`src/rtl/sata_oobctrl_if.sv`:
```
// PHY-side bundle of the OOB sequencer: burst generator handshake, COM/ALIGN detectors, status.
// o_retries exists only when SATA_OOB_RETRYLIMIT_EN is defined.
interface sata_oobctrl_if;
    logic       i_cominit_det;
    logic       i_comwake_det;
    logic       i_burst_done;
    logic       i_rx_align;
    logic       o_burst_req;
    logic       o_burst_type;
    logic       o_tx_elecidle;
    logic       o_tx_align;
    logic       o_link_up;
    logic [3:0] o_state;
`ifdef SATA_OOB_RETRYLIMIT_EN
    logic [3:0] o_retries;

    modport master (
        input  i_cominit_det, i_comwake_det, i_burst_done, i_rx_align,
        output o_burst_req, o_burst_type, o_tx_elecidle, o_tx_align, o_link_up, o_state, o_retries
    );
    modport slave (
        output i_cominit_det, i_comwake_det, i_burst_done, i_rx_align,
        input  o_burst_req, o_burst_type, o_tx_elecidle, o_tx_align, o_link_up, o_state, o_retries
    );
`else
    modport master (
        input  i_cominit_det, i_comwake_det, i_burst_done, i_rx_align,
        output o_burst_req, o_burst_type, o_tx_elecidle, o_tx_align, o_link_up, o_state
    );
    modport slave (
        output i_cominit_det, i_comwake_det, i_burst_done, i_rx_align,
        input  o_burst_req, o_burst_type, o_tx_elecidle, o_tx_align, o_link_up, o_state
    );
`endif
endinterface

```
`src/rtl/sata_oobctrl.sv`:
```
// Host-side SATA OOB sequencer: COMRESET, COMINIT, COMWAKE, ALIGN, then link up; retries on timeout.
// Optional SATA_OOB_RETRYLIMIT_EN adds o_retries and a terminal S_FAILED state.
//
// state       | meaning
// S_RESET     | request COMRESET burst
// S_WAIT_INIT | wait for device COMINIT
// S_INIT_END  | wait for COMINIT to end
// S_WAKE      | request COMWAKE burst
// S_WAIT_WAKE | wait for device COMWAKE
// S_WAKE_END  | wait for COMWAKE to end
// S_ALIGN     | send ALIGN, wait for ALIGN
// S_LINKUP    | link up
// S_RETRY     | back-off before the next attempt
// S_FAILED    | attempt limit reached (retry-limit build only)
module sata_oobctrl #(
    parameter int RETRY_CYCLES  = 400000,
    parameter int INIT_TIMEOUT  = 200000,
    parameter int WAKE_TIMEOUT  = 200000,
    parameter int ALIGN_TIMEOUT = 65536,
    parameter int MAX_RETRIES   = 15
) (
    input  logic           i_txclk,
    input  logic           i_reset,
    sata_oobctrl_if.master oob
);
    localparam logic [3:0] S_RESET     = 4'd0;
    localparam logic [3:0] S_WAIT_INIT = 4'd1;
    localparam logic [3:0] S_INIT_END  = 4'd2;
    localparam logic [3:0] S_WAKE      = 4'd3;
    localparam logic [3:0] S_WAIT_WAKE = 4'd4;
    localparam logic [3:0] S_WAKE_END  = 4'd5;
    localparam logic [3:0] S_ALIGN     = 4'd6;
    localparam logic [3:0] S_LINKUP    = 4'd7;
    localparam logic [3:0] S_RETRY     = 4'd8;
`ifdef SATA_OOB_RETRYLIMIT_EN
    localparam logic [3:0] S_FAILED    = 4'd9;
`endif

    localparam int MAX_IW  = (INIT_TIMEOUT > WAKE_TIMEOUT) ? INIT_TIMEOUT : WAKE_TIMEOUT;
    localparam int MAX_AR  = (ALIGN_TIMEOUT > RETRY_CYCLES) ? ALIGN_TIMEOUT : RETRY_CYCLES;
    localparam int TMR_MAX = (MAX_IW > MAX_AR) ? MAX_IW : MAX_AR;
    localparam int TW      = $clog2(TMR_MAX) + 1;

    if (MAX_RETRIES < 0 || MAX_RETRIES > 15) begin : g_max_retries_range
        $error("MAX_RETRIES must fit the 4-bit retry counter");
    end

    logic [3:0]    state;
    logic [3:0]    state_nxt;
    logic [3:0]    give_up;
    logic [TW-1:0] tmr;
    logic [TW-1:0] tmr_load;
    logic          timeout;

    assign timeout = (tmr == '0);

`ifdef SATA_OOB_RETRYLIMIT_EN
    logic [3:0] retries;
    assign give_up       = (retries == 4'(MAX_RETRIES)) ? S_FAILED : S_RETRY;
    assign oob.o_retries = retries;
`else
    assign give_up = S_RETRY;
`endif

    // Detection wins over a coincident timeout, except COMINIT during the COMWAKE wait restarts.
    always_comb begin
        state_nxt = state;
        case (state)
            S_RESET:     if (oob.i_burst_done) state_nxt = S_WAIT_INIT;
            S_WAIT_INIT: if (oob.i_cominit_det) state_nxt = S_INIT_END;
                         else if (timeout) state_nxt = give_up;
            S_INIT_END:  if (!oob.i_cominit_det) state_nxt = S_WAKE;
            S_WAKE:      if (oob.i_burst_done) state_nxt = S_WAIT_WAKE;
            S_WAIT_WAKE: if (oob.i_comwake_det) state_nxt = S_WAKE_END;
                         else if (timeout) state_nxt = oob.i_cominit_det ? S_RESET : give_up;
            S_WAKE_END:  if (!oob.i_comwake_det) state_nxt = S_ALIGN;
            S_ALIGN:     if (oob.i_rx_align) state_nxt = S_LINKUP;
                         else if (timeout) state_nxt = give_up;
            S_LINKUP:    if (oob.i_cominit_det) state_nxt = S_RESET;
            S_RETRY:     if (timeout) state_nxt = S_RESET;
`ifdef SATA_OOB_RETRYLIMIT_EN
            S_FAILED:    state_nxt = S_FAILED;
`endif
            default:     state_nxt = S_RESET;
        endcase
    end

    // Loading N-1 on entry makes the timeout edge land exactly N cycles after entry.
    always_comb begin
        tmr_load = '0;
        case (state_nxt)
            S_WAIT_INIT: tmr_load = TW'(INIT_TIMEOUT - 1);
            S_WAIT_WAKE: tmr_load = TW'(WAKE_TIMEOUT - 1);
            S_ALIGN:     tmr_load = TW'(ALIGN_TIMEOUT - 1);
            S_RETRY:     tmr_load = TW'(RETRY_CYCLES - 1);
            default:     tmr_load = '0;
        endcase
    end

    always_ff @(posedge i_txclk) begin
        if (i_reset) begin
            state             <= S_RESET;
            tmr               <= '0;
            oob.o_burst_req   <= 1'b0;
            oob.o_burst_type  <= 1'b0;
            oob.o_tx_elecidle <= 1'b1;
            oob.o_tx_align    <= 1'b0;
            oob.o_link_up     <= 1'b0;
        end else begin
            state <= state_nxt;
            if (state_nxt != state) begin
                tmr <= tmr_load;
            end else if (!timeout) begin
                tmr <= tmr - 1'b1;
            end
            oob.o_burst_req   <= (state_nxt == S_RESET) || (state_nxt == S_WAKE);
            oob.o_burst_type  <= (state_nxt == S_WAKE);
            oob.o_tx_elecidle <= !((state_nxt == S_ALIGN) || (state_nxt == S_LINKUP));
            oob.o_tx_align    <= (state_nxt == S_ALIGN);
            oob.o_link_up     <= (state_nxt == S_LINKUP);
        end
    end

`ifdef SATA_OOB_RETRYLIMIT_EN
    always_ff @(posedge i_txclk) begin
        if (i_reset) begin
            retries <= 4'd0;
        end else if (state_nxt == S_RETRY && state != S_RETRY && retries != 4'hF) begin
            retries <= retries + 4'd1;
        end
    end
`endif

    assign oob.o_state = state;
endmodule

```
`src/flat_wrapper.sv`:
```
// flat-port wrapper written by rule: the top's interface ports become plain ports
module sata_oobctrl_flat 
#(
    parameter int RETRY_CYCLES  = 400000,
    parameter int INIT_TIMEOUT  = 200000,
    parameter int WAKE_TIMEOUT  = 200000,
    parameter int ALIGN_TIMEOUT = 65536,
    parameter int MAX_RETRIES   = 15
)
  (i_txclk, i_reset, oob_i_cominit_det, oob_i_comwake_det, oob_i_burst_done, oob_i_rx_align, oob_o_burst_req, oob_o_burst_type, oob_o_tx_elecidle, oob_o_tx_align, oob_o_link_up, oob_o_state);
  sata_oobctrl_if oob_i ();
  input  logic i_txclk;
  input  logic i_reset;
  input wire logic [$bits(oob_i.i_cominit_det)-1:0] oob_i_cominit_det;
  input wire logic [$bits(oob_i.i_comwake_det)-1:0] oob_i_comwake_det;
  input wire logic [$bits(oob_i.i_burst_done)-1:0] oob_i_burst_done;
  input wire logic [$bits(oob_i.i_rx_align)-1:0] oob_i_rx_align;
  output wire logic [$bits(oob_i.o_burst_req)-1:0] oob_o_burst_req;
  output wire logic [$bits(oob_i.o_burst_type)-1:0] oob_o_burst_type;
  output wire logic [$bits(oob_i.o_tx_elecidle)-1:0] oob_o_tx_elecidle;
  output wire logic [$bits(oob_i.o_tx_align)-1:0] oob_o_tx_align;
  output wire logic [$bits(oob_i.o_link_up)-1:0] oob_o_link_up;
  output wire logic [$bits(oob_i.o_state)-1:0] oob_o_state;
  assign oob_i.i_cominit_det = oob_i_cominit_det;
  assign oob_i.i_comwake_det = oob_i_comwake_det;
  assign oob_i.i_burst_done = oob_i_burst_done;
  assign oob_i.i_rx_align = oob_i_rx_align;
  assign oob_o_burst_req = oob_i.o_burst_req;
  assign oob_o_burst_type = oob_i.o_burst_type;
  assign oob_o_tx_elecidle = oob_i.o_tx_elecidle;
  assign oob_o_tx_align = oob_i.o_tx_align;
  assign oob_o_link_up = oob_i.o_link_up;
  assign oob_o_state = oob_i.o_state;
  sata_oobctrl #(.RETRY_CYCLES(RETRY_CYCLES), .INIT_TIMEOUT(INIT_TIMEOUT), .WAKE_TIMEOUT(WAKE_TIMEOUT), .ALIGN_TIMEOUT(ALIGN_TIMEOUT), .MAX_RETRIES(MAX_RETRIES)) u_core (.i_txclk(i_txclk), .i_reset(i_reset), .oob(oob_i));
endmodule
```
`config.mk`:
```
export PLATFORM = sky130hd
export DESIGN_NAME = sata_oobctrl_flat
export DESIGN_NICKNAME = d
export VERILOG_FILES = /design/src/rtl/sata_oobctrl_if.sv /design/src/rtl/sata_oobctrl.sv /design/src/flat_wrapper.sv
export SDC_FILE = /design/constraint.sdc
export NUM_CORES = 1
export LEC_CHECK = 0
export ABC_AREA = 1
export CAP_MARGIN = 0
export CORE_MARGIN = 2
export CORE_UTILIZATION = 45
export CTS_CLUSTER_SIZE = 20
export DETAILED_ROUTE_END_ITERATION = 7
export GPL_ROUTABILITY_DRIVEN = 0
export GPL_TIMING_DRIVEN = 0
export MAX_ROUTING_LAYER = met4
export PLACE_DENSITY = 0.63
export SLEW_MARGIN = 0
export SYNTH_ARGS = -nofsm -noshare
export SYNTH_HDL_FRONTEND = slang
export SYNTH_SLANG_ARGS = --single-unit
```
`constraint.sdc`:
```
create_clock -name i_txclk -period 2.4 [get_ports i_txclk]
set_clock_uncertainty 0.05 [all_clocks]
set_input_delay 0.72 -clock i_txclk [delete_from_list [all_inputs] [get_ports i_txclk]]
set_output_delay 0.72 -clock i_txclk [all_outputs]
set_load 0.05 [all_outputs]
```
Run 1, sequential cells colored by netlist name:
Scale: 6 px per um. Other sequential cells in the stronger gray, the rest of the logic in the fainter gray.
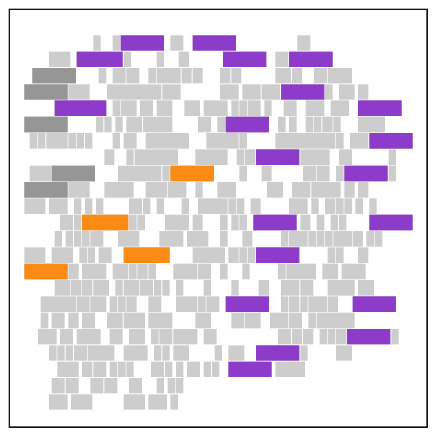
Orange is u_core.oob.o_state, flops 4. Purple is u_core.tmr, flops 20.
Another 5 sequential cells are not colored.
power attributed to sequential cells: 0.000752 W
post-layout util: 0.608

Run 1, routing congestion map:
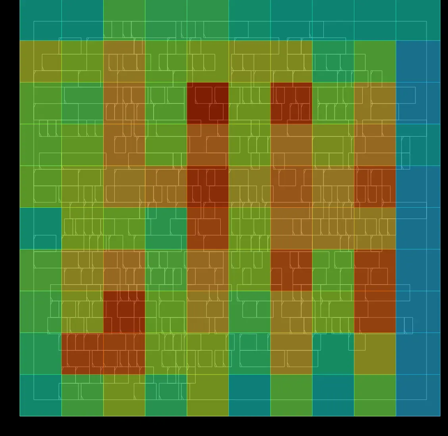
met1 global-route usage: 0.272
most congested layer reported by global routing: met2

==> results.txt, run 1 <==
Implementation results.

The run finished with clean final reports. The first-pass GRT wire length is 8.09 mm. The largest vdd supply drop is 0.976 mV. The total power density per cell area is 1570 nW/um^2.

The critical-path maximum fanout is 4. The mapped cell area is 1930 sq um. The proportion of layout cells with a drive suffix above 1 is 0.288.

A synthesized cell averages 6.93 sq um. The critical path buffer and inverter count is 1. The H-tree generated during clock tree synthesis spans 2 levels. During I/O placement, the number of pins put on the boundary was 15. The count of buffers from port buffering is 13. Per the TritonCTS log, the buffer count is 5. The number of distinct library cell variants in the gate-level netlist after synthesis is 38.

Detailed placement ended at an HPWL of 3.36 mm. In the finished design, the share of the clock period the worst path needs comes to 0.968. The overflow left after global routing is 0. The post-synthesis net count is 285.

The count of synthesis-stage warnings from yosys is 0. The post-synth area from yosys stat is 1930 sq um. After clock tree synthesis, the clock-pin slew on the worst setup and hold paths is 0.06 ns. The overall die width is 69.4 um. The number of global-route vias before repair came to 1776. The floorplan step defined a die boundary enclosing 4820 sq um. Routing resource usage on met2 recorded by global route was 0.347. The wire length per cell after detailed routing is 13.2 um.

The time the final worst path needs with I/O delays and setup is 2.32 ns. The last timing report of the flow puts the setup violation total at 0. The register area share after synthesis is 0.301. The cell sequence reported for the critical path is clkdlybuf4s50_1. The largest stage delay on the critical path is 0.84 ns. No sink is reached through more buffers than the 2 on the longest clock path.

Final hold analysis gives a worst-case slack of 0.435 ns.
Run 1, logic cells by family:
Scale: 4 px per um.
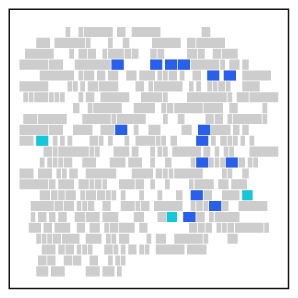
Blue is XOR/XNOR gates, cells 14. Cyan is AND-OR and OR-AND gates, cells 3.
Top cell excl fill/tap: nand2_1
post-route insts no fill: 359
multi-input combinational area share: 0.512

==> run 1: per-stage QoR <==
stage / setup slack [ns] / power (W) / std cells / TNS (ns) / area [sq um]
global placement: -0.498 / 0.00296 / 341 / -9.21 / 2120
finish: 0.0768 / 0.00389 / 359 / 0 / 2470
global route: -0.0241 / 0.00419 / 359 / -0.0426 / 2470
CTS: 0.00570 / 0.00379 / 357 / 0 / 2390
detailed placement: -0.491 / 0.00297 / 341 / -9.13 / 2120
floorplan: 0.0694 / 0.00254 / 278 / 0 / 1930
==> run 1: cell type report <==
cell class                      count  area, sq um
Buffer                              8         86.3
Clock inverter                      1         5.00
Inverter                           33          129
Fill cell                         382         1590
Tap cell                           50         62.6
Clock buffer                        7         96.3
Sequential cell                    29          588
Timing Repair Buffer               23          238
Multi-Input combinational cell    208         1260
==> run 1: flip-flops by register name, indices dropped and copies added (netlist names) <==
register / cells
u_core.oob.o_burst_req: 1
u_core.tmr: 20
u_core.oob.o_tx_align: 1
u_core.oob.o_tx_elecidle: 1
u_core.oob.o_link_up: 1
u_core.oob.o_state: 4
u_core.oob.o_burst_type: 1
==> run 1: where the power goes <==
part / internal (W) / switching (W) / leakage [nW]
registers: 0.000629 / 0.000123 / 0.239
logic: 0.00111 / 0.00158 / 0.856
clock network: 0.000259 / 0.000185 / 0.0542
==> run 1: cell usage after synthesis, drive strengths merged <==
cell type,number,share of area
buf,8,0.040
nand2,75,0.17
o21ai,4,0.010
a31o,1,0.0045
nor4,2,0.0065
inv,32,0.062
and3,1,0.0033
nand3,20,0.061
a21boi,1,0.0039
nor3,7,0.023
a21oi,12,0.035
xnor2,4,0.018
ha,1,0.0065
xor2,10,0.045
o21a,2,0.0078
clkinv,1,0.0019
nor3b,1,0.0039
o211ai,10,0.047
or2,1,0.0033
a211oi,1,0.0039
nand4,11,0.036
dfxtp,29,0.30
nor2,44,0.10
==> run 1: cells by family after synthesis <==
group | Yosys count | share of synthesized area
AND-OR/OR-AND | 31 | 0.112
XOR/XNOR | 14 | 0.0637
adder cells (fa/ha/maj) | 1 | 0.00650
buffers and inverters | 41 | 0.104
flip-flops | 29 | 0.301
AND/OR/NAND/NOR | 162 | 0.412
==> run 1: path summary, 6_finish.rpt <==
| kind | startpoint | endpoint | slack [ns] | cells after the start |
|---|---|---|---|---|
| setup reg to reg | u_core.tmr[0]$_SDFFE_PP0P_ | u_core.tmr[0]$_SDFFE_PP0P_ | 0.19 | 18 |
| setup / recovery | u_core.oob.o_state[3]$_SDFF_PP0_ | oob_o_state[3] | 0.08 | 1 |
| hold / removal | u_core.tmr[19]$_SDFFE_PP0P_ | u_core.tmr[19]$_SDFFE_PP0P_ | 0.44 | 2 |
| hold reg to reg | u_core.tmr[19]$_SDFFE_PP0P_ | u_core.tmr[19]$_SDFFE_PP0P_ | 0.44 | 2 |
==> run 1: what timing repair did <==
item	CTS	global route
cloned	1	0
pin swaps	9	9
setup buffers	7	3
setup endpoints to repair	20	21
hold endpoints to repair	0	0
gates resized	25	27
==> run 1 -> run 2 <==
==> constraint.sdc (replaced) <==
create_clock -name i_txclk -period 2.4 [get_ports i_txclk]
set_clock_uncertainty 0.05 [all_clocks]
set_input_delay 0.48 -clock i_txclk [delete_from_list [all_inputs] [get_ports i_txclk]]
set_output_delay 0.48 -clock i_txclk [all_outputs]
set_load 0.05 [all_outputs]
Run 2, logic cells by family:
Scale: 4 px per um.
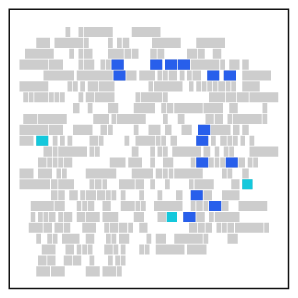
Blue is XOR/XNOR gates, cells 14. Cyan is AND-OR and OR-AND gates, cells 3.
post-route insts no fill: 352
multi-input combinational area share: 0.517

Run 2, sequential cells colored by netlist name:
Scale: 6 px per um. Other sequential cells in the stronger gray, the rest of the logic in the fainter gray.
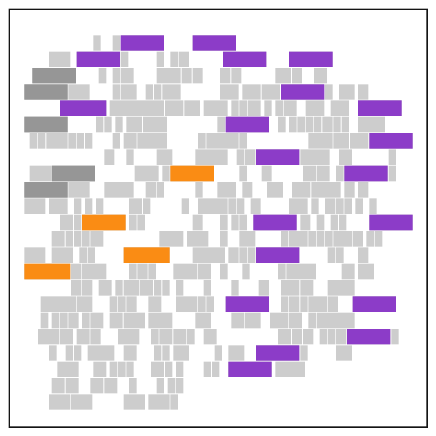
Purple is u_core.tmr, flops 20. Orange is u_core.oob.o_state, flops 4.
power attributed to sequential cells: 0.000757 W
flip-flop and latch area: 584 sq um
fraction of area in registers: 0.253

Run 2, a small window of the routed layout:
Window x 40 to 65, y 40 to 65 um. Cells in gray, sequential cells in the stronger gray; small squares are vias.
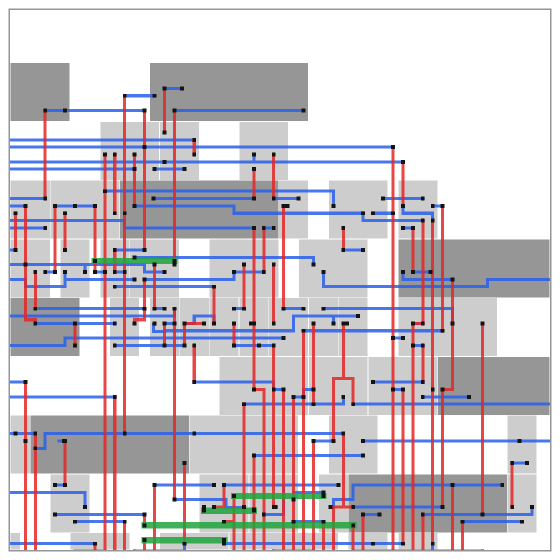
Blue is met1. Green is met3. Red is met2.
Sequential cells in the window: 6. Most frequent: dfxtp_1 (6), inv_1 (5). 41 logic cells have their middle in the window. Netlist names of flops here include u_core.tmr (6).

==> run 2 against run 1 <==
  * Global-route usage down 1.1 points
  * Wire length is 3.1% lower
  * Sequential power grew 0.7%
  * Critical path type is now input port to register
  * Largest cell class unchanged
  * Largest power group unchanged
==> results.txt, run 2 <==
Implementation results.

The cell depth of the worst hold path is 2 (unchanged). The half-perimeter wire length after placement is 3.36 mm (unchanged). The setup TNS is 0 ns (unchanged). The post-route cell area is 2310 sq um (-6.4%). The I/O pin count is 15 (unchanged).

The mean post-synth cell area is 6.93 sq um (unchanged). The reg2reg setup slack is 0.14 ns (-0.05 ns). The number of endpoints failing setup at the final stage is 0 (unchanged). The post-synthesis net count came to 285 (unchanged). The number of synthesized flops with an enable pin came to 0 (unchanged). The library cell occupying the most area in the post-synthesis netlist is dfxtp_1. The switching part of the total power is 0.491 (+0.00641).

The register clock-pin slew on the reported worst setup and hold paths is 0.06 ns (about the same). The net switching power figure is 0.00176 W (-6.5%). The time the final worst path needs with I/O delays and setup was 2.27 ns (-0.0538 ns). The run finished with clean final reports. The critical-path maximum fanout was 8 (+4). The overall die width is 69.4 um (unchanged). The combinational power share is 0.665 (-0.027).

The minimum setup slack after placement is -0.251 ns (+0.240 ns). The largest stage delay on the critical path came to 0.47 ns (-0.37 ns). The most frequent standard cell in the layout excluding fill and tap cells is nand2_1. The start of the worst register-to-register path is u_core.tmr[0]$_SDFFE_PP0P_. The count of buffers from port buffering is 13 (unchanged). The number of global-route vias before repair is 1691 (-4.8%).

In this run the critical path is formed by clkdlybuf4s50_1, inv_2, nand2_2, nand2_1, nor2_1, nand3_2, inv_2, nand2_1, nand2_1, nand2_1, nor2_2, buf_6, nand2_4, nand2_4, nand2_1, inv_1, nor2_1. The clock share of power is 0.124 (+0.010). The post-synth area from yosys stat was 1930 sq um (unchanged).

The number of distinct library cell variants in the gate-level netlist after synthesis was 38 (unchanged). The number of filler cells placed in the layout is 382 (unchanged). The cell-internal power was 0.00182 W (-8.9%). Counting instances in the post-synthesis netlist gives the leading cell types as 63 x nand2_1, 35 x nor2_1, 29 x dfxtp_1, 28 x inv_1, 18 x nand3_1. The register containing the most flip-flops in the final layout is u_core.tmr.
-- run 2: cell count changes in the layout (fill, tap and decap cells not counted), moves of 2 or more --
| cell | previous run | this run |
|---|---|---|
| buf_4 | 9 | 5 |
| clkdlybuf4s50_1 | 10 | 13 |
| dlygate4sd2_1 | 3 | 0 |
| nand2_1 | 53 | 61 |
| nand2_2 | 15 | 9 |
| nand2_8 | 2 | 0 |
| nor2_1 | 30 | 33 |
| nor2_4 | 4 | 2 |
-- run 2: critical path, delay by kind of cell --
| family | cells | cell delay (ns) |
|---|---|---|
| buffers and inverters | 5 | 0.82 |
| AND/OR/NAND/NOR | 12 | 1.09 |
-- run 2: worst max path at each step --
stage | from | end | slack (ns)
2_1_floorplan | u_core.oob.o_state[3]$_SDFF_PP0_ | u_core.tmr[11]$_SDFFE_PP0P_ | 0.07
3_3_place_gp | oob_i_cominit_det | u_core.tmr[10]$_SDFFE_PP0P_ | -0.26
3_5_place_dp | oob_i_cominit_det | u_core.tmr[10]$_SDFFE_PP0P_ | -0.25
4_1_cts | u_core.tmr[0]$_SDFFE_PP0P_ | u_core.tmr[1]$_SDFFE_PP0P_ | 0.008
5_1_grt | u_core.tmr[0]$_SDFFE_PP0P_ | u_core.tmr[1]$_SDFFE_PP0P_ | -0.02
6_report | oob_i_cominit_det | u_core.tmr[1]$_SDFFE_PP0P_ | 0.13
-- run 2: area by class of cell --
| cell class | instances | area share |
|---|---|---|
| multi-input cells | 208 | 0.517 |
| flip-flops and latches | 29 | 0.253 |
| repair buffers | 17 | 0.0693 |
| inverters | 33 | 0.0558 |
| clock buffers | 7 | 0.0417 |
| plain buffers | 7 | 0.0341 |
| well taps | 50 | 0.0271 |
| clock inverters | 1 | 0.00217 |
-- run 2: what timing repair did --
item | 4_1_cts | 5_1_grt
setup endpoints to repair | 16 | 20
gates resized | 3 | 20
setup buffers | 1 | 3
pin swaps | 1 | 5
-- run 2: power by group through the flow --
stage	clock network [W]	registers [W]	logic, W
2_1_floorplan	0	0.000803	0.00174
3_3_place_gp	0	0.000746	0.00221
3_5_place_dp	0	0.000746	0.00222
4_1_cts	0.000457	0.000738	0.00227
5_1_grt	0.000483	0.000775	0.00262
6_report	0.000446	0.000757	0.00238
-- run 2: logic make-up after synthesis --
kind of cell / after synthesis / share of synthesized area
AND/OR/NAND/NOR: 162 / 0.412
buffers and inverters: 41 / 0.104
AND-OR/OR-AND: 31 / 0.112
flip-flops: 29 / 0.301
XOR/XNOR: 14 / 0.0637
adder cells (fa/ha/maj): 1 / 0.00650
-- run 2: metal layers --
metal,routed length [um],vias to the layer above,GRT usage
met4,25,0,0.0392
li1,-,958,-
met1,2240,844,0.263
met5,0,-,-
met2,2150,40,0.324
met3,172,4,0.0392
==> run 2 -> run 3 <==
Settings changed: ABC_AREA 1 to unset, CTS_CLUSTER_SIZE 20 to 16, PLACE_DENSITY 0.63 to 0.64.
==> run 3 against run 2 <==
  * The flow now finishes with violations (setup timing)
  * Synthesized area down 11%
  * Sequential share of layout area is 0.85 points lower
  * Via count is 7.3% lower
  * Non-clock buffer count grew 20
  * Global-route usage is 3.8 points higher
  * First-iteration DRC count up 67%
  * Register-to-register slack worse by 0.15 ns
  * Maximum frequency is 5.8% lower
  * Count of clock-buffer cells in the layout is 2 lower
  * Worst hold slack better by 0.077 ns
==> results.txt, run 3 <==
Implementation results.

The flow ran to the end, but the final reports show violations. The final reports fail on setup timing. In the post-route analysis, the smallest setup slack over all paths is -0.00992 ns. The number of distinct library cell variants in the gate-level netlist after synthesis is 51 (+34%).

The number of synthesized flops with an enable pin is 0 (unchanged). The number of endpoints failing setup at the final stage is 1 (+1). The area fraction of the largest cell type after synthesis is 0.338. The first routing iteration left 172 violations. The worst setup path is captured at a register. By instance count after routing, the leading logic cell type is nand2_1. Clock latency on the worst-skew pair, taken at its later pin, is 0.28 ns.

The count of buffers from port buffering is 14 (+1). From bottom edge to top edge, the die measures 65.8 um. The fraction of the mapped netlist area in compound gates is 0.218 (+0.106). The number of antenna violations at the first check in global routing is 0. The last element of the critical path is u_core.tmr[1]$_SDFFE_PP0P_. Among the non-sequential cells, simple AND/OR/NAND/NOR gates take the most area. The half-perimeter wire length after placement is 2.98 mm (-11%). The register clock-pin slew on the reported worst setup and hold paths is 0.07 ns (about the same). The start of the worst register-to-register path is u_core.oob.o_state[2]$_SDFF_PP0_. The number of vias per cell is 5.69. The overall die width is 65.8 um (-5.2%). The post-route cell area is 2420 sq um (+4.6%). The reg2reg setup slack came to -0.01 ns (-0.15 ns). The mean post-synth cell area is 8.19 sq um (+18%). The largest vdd supply drop is 0.776 mV.

The overflow left after global routing is 0. Summing all placed instances gives a cell area of 1920 sq um. Setup repair after global routing could not meet its margin everywhere. The post-synthesis net count was 217 (-24%).

The cell depth of the worst hold path is 4 (+2). The time the final worst path needs with I/O delays and setup is 2.41 ns (+0.140 ns). The area fraction in xor and xnor cells was 0.0764 (+0.0127). The post-synth area from yosys stat is 1720 sq um (-11%). The synthesized-area fraction occupied by adder cells is 0.00728 (+0.000780). The critical-path maximum fanout is 6 (-2). The register containing the most flip-flops in the final layout is u_core.tmr. Sorting the synthesized cells by how often they occur yields 34 x nand2_1, 29 x dfxtp_1, 19 x nor2_1, 13 x a21oi_1, 10 x nor3_1.

The simple-gate share of the synthesized area was 0.319 (-0.0932). The synthesized instance count is 210. The most frequent cell after synthesis is nand2_1. The number of global-route vias before repair was 1705 (+0.83%). Tracing the worst setup path back leads to its startpoint at u_core.oob.o_state[2]$_SDFF_PP0_. The multiplexer area fraction after synthesis came to 0.0116 (+0.0116). The total number of placement rows is 22. The design draws 0.00338 W.

The I/O pin count was 15 (unchanged). The library cell occupying the most area in the post-synthesis netlist is dfxtp_1. The final timing summary puts the cycle share of the worst path at 1.00. The worst setup path is launched from a register.
==> run 3: cell count changes in the layout (fill, tap and decap cells not counted), moves of 5 or more <==
cell	previous run	this run
o211ai_1	7	0
nand2_1	61	31
buf_4	5	20
inv_1	24	1
nand3_1	16	6
nor2_2	9	2
inv_2	6	1
nor2_1	33	17
nand4_1	11	0
nand2_2	9	2
==> run 3: metrics by stage <==
| step | util | hold WS, ns | setup WS, ns | std cells | TNS [ns] |
|---|---|---|---|---|---|
| global route | 0.660 | 0.511 | -0.0878 | 301 | -0.686 |
| CTS | 0.619 | 0.513 | 0.00408 | 295 | 0 |
| floorplan | - | 0.457 | 0.00621 | 210 | 0 |
| finish | 0.660 | 0.512 | -0.00992 | 301 | -0.00992 |
| detailed placement | 0.525 | 0.484 | -0.630 | 272 | -11.59 |
| global placement | 0.525 | 0.487 | -0.616 | 272 | -11.40 |
==> run 3: worst max-delay path, cell delays in order (launching register included) <==
cell,delay (ns)
dfxtp_4,0.38
or3b_4,0.40
buf_6,0.14
o32ai_4,0.17
nor3b_2,0.08
o22a_1,0.26
a211oi_4,0.33
buf_4,0.18
nand2_2,0.05
o21bai_1,0.18
a31oi_1,0.05
==> run 3: worst min-delay path by stage <==
stage | startpoint | endpoint | slack (ns)
after floorplan | u_core.tmr[3]$_SDFFE_PP0P_ | u_core.tmr[3]$_SDFFE_PP0P_ | 0.46
after global placement | u_core.tmr[3]$_SDFFE_PP0P_ | u_core.tmr[3]$_SDFFE_PP0P_ | 0.49
after detailed placement | u_core.tmr[3]$_SDFFE_PP0P_ | u_core.tmr[3]$_SDFFE_PP0P_ | 0.48
after CTS | u_core.tmr[0]$_SDFFE_PP0P_ | u_core.tmr[0]$_SDFFE_PP0P_ | 0.51
after global routing | u_core.tmr[1]$_SDFFE_PP0P_ | u_core.tmr[1]$_SDFFE_PP0P_ | 0.51
final | u_core.tmr[13]$_SDFFE_PP0P_ | u_core.tmr[13]$_SDFFE_PP0P_ | 0.51
==> run 3: what timing repair did <==
| action | CTS | global route |
|---|---|---|
| setup buffers | 14 | 6 |
| cloned | 1 | 0 |
| pin swaps | 13 | 18 |
| endpoints found under the setup margin | 24 | 20 |
| hold buffers | 0 | 0 |
| gates resized | 39 | 26 |
==> run 3: layout make-up <==
class                   count  area (sq um)
inverters                   3          13.8
fillers                   283          1240
clock buffers               5          68.8
repair buffers             35           309
well taps                  48          60.1
plain buffers               9          62.6
clock inverters             3          17.5
flip-flops and latches     29           591
multi-input cells         169          1290
==> run 3: layer usage <==
| layer | track usage | vias up | part of all wire |
|---|---|---|---|
| li1 | - | 836 | - |
| met3 | 0.0545 | 13 | 0.037 |
| met5 | - | - | 0 |
| met2 | 0.384 | 53 | 0.49 |
| met4 | 0.112 | 0 | 0.020 |
| met1 | 0.283 | 810 | 0.45 |
==> run 3: report_power, final <==
| part | switching (W) | internal (W) | total (W) |
|---|---|---|---|
| sequential | 0.000186 | 0.000633 | 0.000819 |
| combinational | 0.00117 | 0.00100 | 0.00217 |
| clock | 0.000196 | 0.000200 | 0.000396 |
Run 3, logic cells by family:
Scale: 4 px per um.
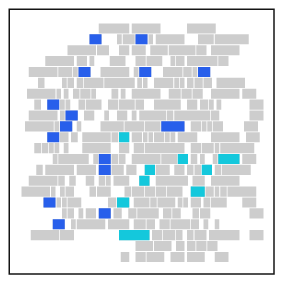
Cyan is AND-OR and OR-AND gates, cells 9, where middle. Blue is XOR/XNOR gates, cells 15.
multi-input combinational area share: 0.535
post-route insts no fill: 301

Run 3, routing congestion map:
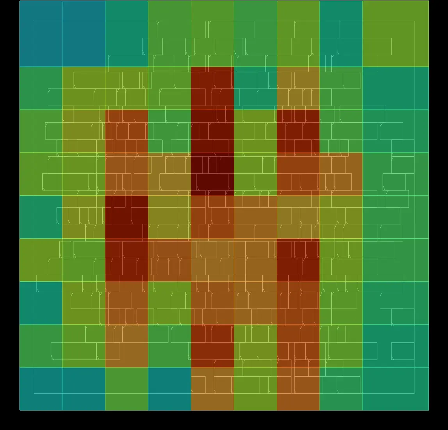
WL per Instance: 15.6 um
global routing usage on met2: 0.384
met3 usage in global routing: 0.0545
post-layout util: 0.660
global routing usage summed across all routing layers: 0.239

Run 3, the metal 1 layer:
Scale: 4 px per um.
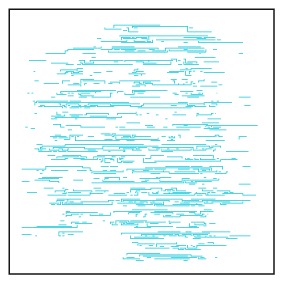
The wires run mostly horizontal. The layer carries 2120 um of wire.
total wirelength of the detailed-routed design: 4.69 mm
total vias in the final route: 1712
met1 global-route usage: 0.283

Power is estimated from default activity; no workload was simulated.
